[config.mk]
export PLATFORM = sky130hd
export DESIGN_NAME = basic_fa
export DESIGN_NICKNAME = d
export VERILOG_FILES = /design/src/rtl/basic_fa_pkg.sv /design/src/rtl/basic_fa_cell.sv /design/src/rtl/basic_fa.sv
export SDC_FILE = /design/constraint.sdc
export NUM_CORES = 1
export LEC_CHECK = 0
export CAP_MARGIN = 20
export CORE_AREA = 10 10 47 49
export DETAILED_ROUTE_END_ITERATION = 12
export DIE_AREA = 0 0 57 59
export PLACE_DENSITY = 0.3
export SLEW_MARGIN = 20
export SYNTH_ARGS = -nofsm -noshare
export SYNTH_HDL_FRONTEND = slang
export SYNTH_SLANG_ARGS = --single-unit
[constraint.sdc]
create_clock -name clk -period 0.8 [get_ports clk]
set_input_delay 0.2 -clock clk [delete_from_list [all_inputs] [get_ports clk]]
set_output_delay 0.2 -clock clk [all_outputs]
set_load 0.05 [all_outputs]
[src/rtl/basic_fa_pkg.sv]
// basic_fa_pkg -- constants shared by the basic_fa ripple-carry adder slice.
//   BASIC_FA_WIDTH_DEFAULT : default operand width
//   BASIC_FA_WIDTH_MAX     : widest legal operand width
//   S_RESET_VALUE          : reset value of the sum register (sliced to WIDTH)
//   COUT_RESET_VALUE       : reset value of the carry-out register
package basic_fa_pkg;

    localparam int unsigned BASIC_FA_WIDTH_DEFAULT = 1;
    localparam int unsigned BASIC_FA_WIDTH_MAX     = 64;

    localparam logic [BASIC_FA_WIDTH_MAX-1:0] S_RESET_VALUE    = '0;
    localparam logic                          COUT_RESET_VALUE = 1'b0;

endpackage

[src/rtl/basic_fa_cell.sv]
// fa_cell -- purely combinational 1-bit full adder.
//   a, b : addend bits
//   ci   : carry in
//   s    : sum bit   (a ^ b ^ ci)
//   co   : carry out (a&b | ci&(a^b))
module fa_cell (
    input  logic a,
    input  logic b,
    input  logic ci,
    output logic s,
    output logic co
);

    logic p;

    assign p  = a ^ b;
    assign s  = p ^ ci;
    assign co = (a & b) | (ci & p);

endmodule

[src/rtl/basic_fa.sv]
// basic_fa -- WIDTH-bit ripple-carry adder built from fa_cell, outputs registered.
//   clk       : rising-edge clock
//   rst       : asynchronous active-high reset
//   in_valid  : qualifies A/B/Cin at this edge
//   A, B      : unsigned addends (WIDTH bits)
//   Cin       : carry into bit 0
//   out_valid : S/Cout carry a new result this cycle
//   S         : registered sum, A+B+Cin mod 2^WIDTH
//   Cout      : registered carry out of bit WIDTH-1
//   Ovf       : registered two's-complement overflow, present only when
//               BASIC_FA_OVERFLOW_EN is defined
module basic_fa
    import basic_fa_pkg::*;
#(
    parameter int unsigned WIDTH = BASIC_FA_WIDTH_DEFAULT
) (
    input  logic             clk,
    input  logic             rst,
    input  logic             in_valid,
    input  logic [WIDTH-1:0] A,
    input  logic [WIDTH-1:0] B,
    input  logic             Cin,
    output logic             out_valid,
    output logic [WIDTH-1:0] S,
    output logic             Cout
`ifdef BASIC_FA_OVERFLOW_EN
    ,
    output logic             Ovf
`endif
);

    if (WIDTH == 0 || WIDTH > BASIC_FA_WIDTH_MAX) begin : g_bad_width
        $error("basic_fa: WIDTH out of range 1..64");
    end

    logic [WIDTH:0]   carry;
    logic [WIDTH-1:0] sum;

    assign carry[0] = Cin;

    for (genvar i = 0; i < WIDTH; i++) begin : g_chain
        fa_cell u_cell (
            .a  (A[i]),
            .b  (B[i]),
            .ci (carry[i]),
            .s  (sum[i]),
            .co (carry[i+1])
        );
    end

    // Invalid cycles never load the result registers, so X on A/B/Cin
    // during those cycles cannot reach S/Cout.
    always_ff @(posedge clk or posedge rst) begin
        if (rst) begin
            out_valid <= 1'b0;
            S         <= S_RESET_VALUE[WIDTH-1:0];
            Cout      <= COUT_RESET_VALUE;
        end else begin
            out_valid <= in_valid;
            if (in_valid) begin
                S    <= sum;
                Cout <= carry[WIDTH];
            end
        end
    end

`ifdef BASIC_FA_OVERFLOW_EN
    // carry[WIDTH-1] is Cin when WIDTH==1, giving Cout ^ Cin there.
    always_ff @(posedge clk or posedge rst) begin
        if (rst) begin
            Ovf <= 1'b0;
        end else if (in_valid) begin
            Ovf <= carry[WIDTH] ^ carry[WIDTH-1];
        end
    end
`endif

endmodule

Fig. 1: routed clock nets over the placement
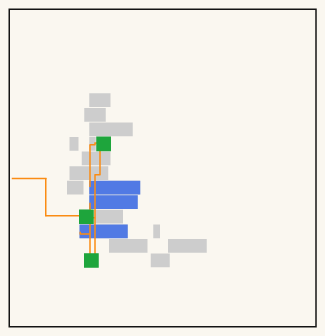
Blue is flip-flops, count 3. Green is clock-net drivers, count 3. Orange is clock wires, length 68.1 um.
There are 4 routed clock nets.

Fig. 2: cell density map
The die is cut into 11 by 12 equal tiles; white is low, dark blue is high, 0 to 100% covered.
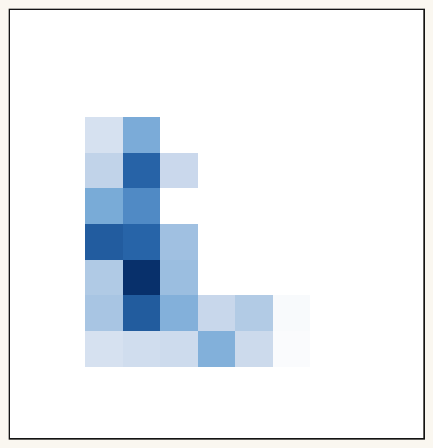
3.8% of the tiles are over 75% full. The mean over all tiles is 7.9%. 81% of the tiles are nearly empty. The fullest tile reaches 100%. The densest ninth of the die: left middle.

==> results.yml <==
# flow metrics
status:
  status: "finished, violations left"
  violations: "setup timing"
global_route:
  antenna_found_initial: 0
  grtUsageMet1_pct: 1.78
  grt_pass1_wl_um: 607
  grt_max_degree: 4
  grt_pass1_vias: 145
  grt.overflow.total: 0
  met3_usage_pct: 1.93
die:
  die_h_um: 59
  taps: 16
  dieArea_um2: 3360
  io_pins: 9
final_timing:
  slew_viol_final: 0
  fin_crit_sh_pct: 125
  fmax_ghz: 1.00
  fin_skew_ns: 0
  setup_tns_ns: -0.660
  final-setup-viol-count: 5
  fin_crit_ns: 0.999
  hold_viol: 0
  worst_slack_ns: -0.199
layout:
  fin_cells: 35
  final_layout_size_suffix_gt1_share_pct: 68.4
  seq_cells: 3
  logic_area_um2: 52.6
  buffer_area_share_pct: 37.3
  non_clock_buffer_count: 8
  sh_comb_area_pct: 18.4
  syn2layout_area_growth_pct: 135
clocking:
  htree_levels: 1
  cts_hold_buf: 0
  cts_tree: "built"
  insertion_delay_ns: 0.23
power:
  clkPwrFrac_pct: 38.9
  switching_share_pct: 28.5
  powerSeq_uw: 194
  internal-power_uw: 478
  p_comb_share_pct: 32.1
  top_power_group: "clock"
job:
  cap_viol_max_count: 0
critical_path:
  crit_start: "Cout"
  arrival_ns: 0.80
  crit_family: "flip-flops"
  crit_type: "reg -> out"
  endpoint: "Cout"
  path_cells: "buf_12"
  cp_max_fo: 2
synth:
  netlist_instances: 7
  edf_count: 0
  postSynthAreaPerCell_um2: 17.3
  yosysTopAreaCell: "dfrtp_1"
  synthDistinctLibCells: 4
  yosys_area_um2: 121
  synth_dominant_cell_count: "dfrtp_1"
  top_area_share_pct: 61.9
  synth_flops: 3
  synth_area_um2: 121
  ys_sh_mux_pct: 18.6
  floorplan.nets: 14
  adder_share_pct: 16.5
placement:
  gp_congestion: 0.551
  hpwlAfterDp_um: 283
  dp_cells: 31
drt:
  dr.max_layer_used: "met3"
  vias: 100
  routed_via_density: 2.86
  routed-wl-met3_um: 50
  ant_nets: 0
  post-route-drc-count: 0
  dr.pass1.iters: 2
  drt_iter0_drc: 1
Power figures rest on the tool's default switching activity, not on a simulated workload.
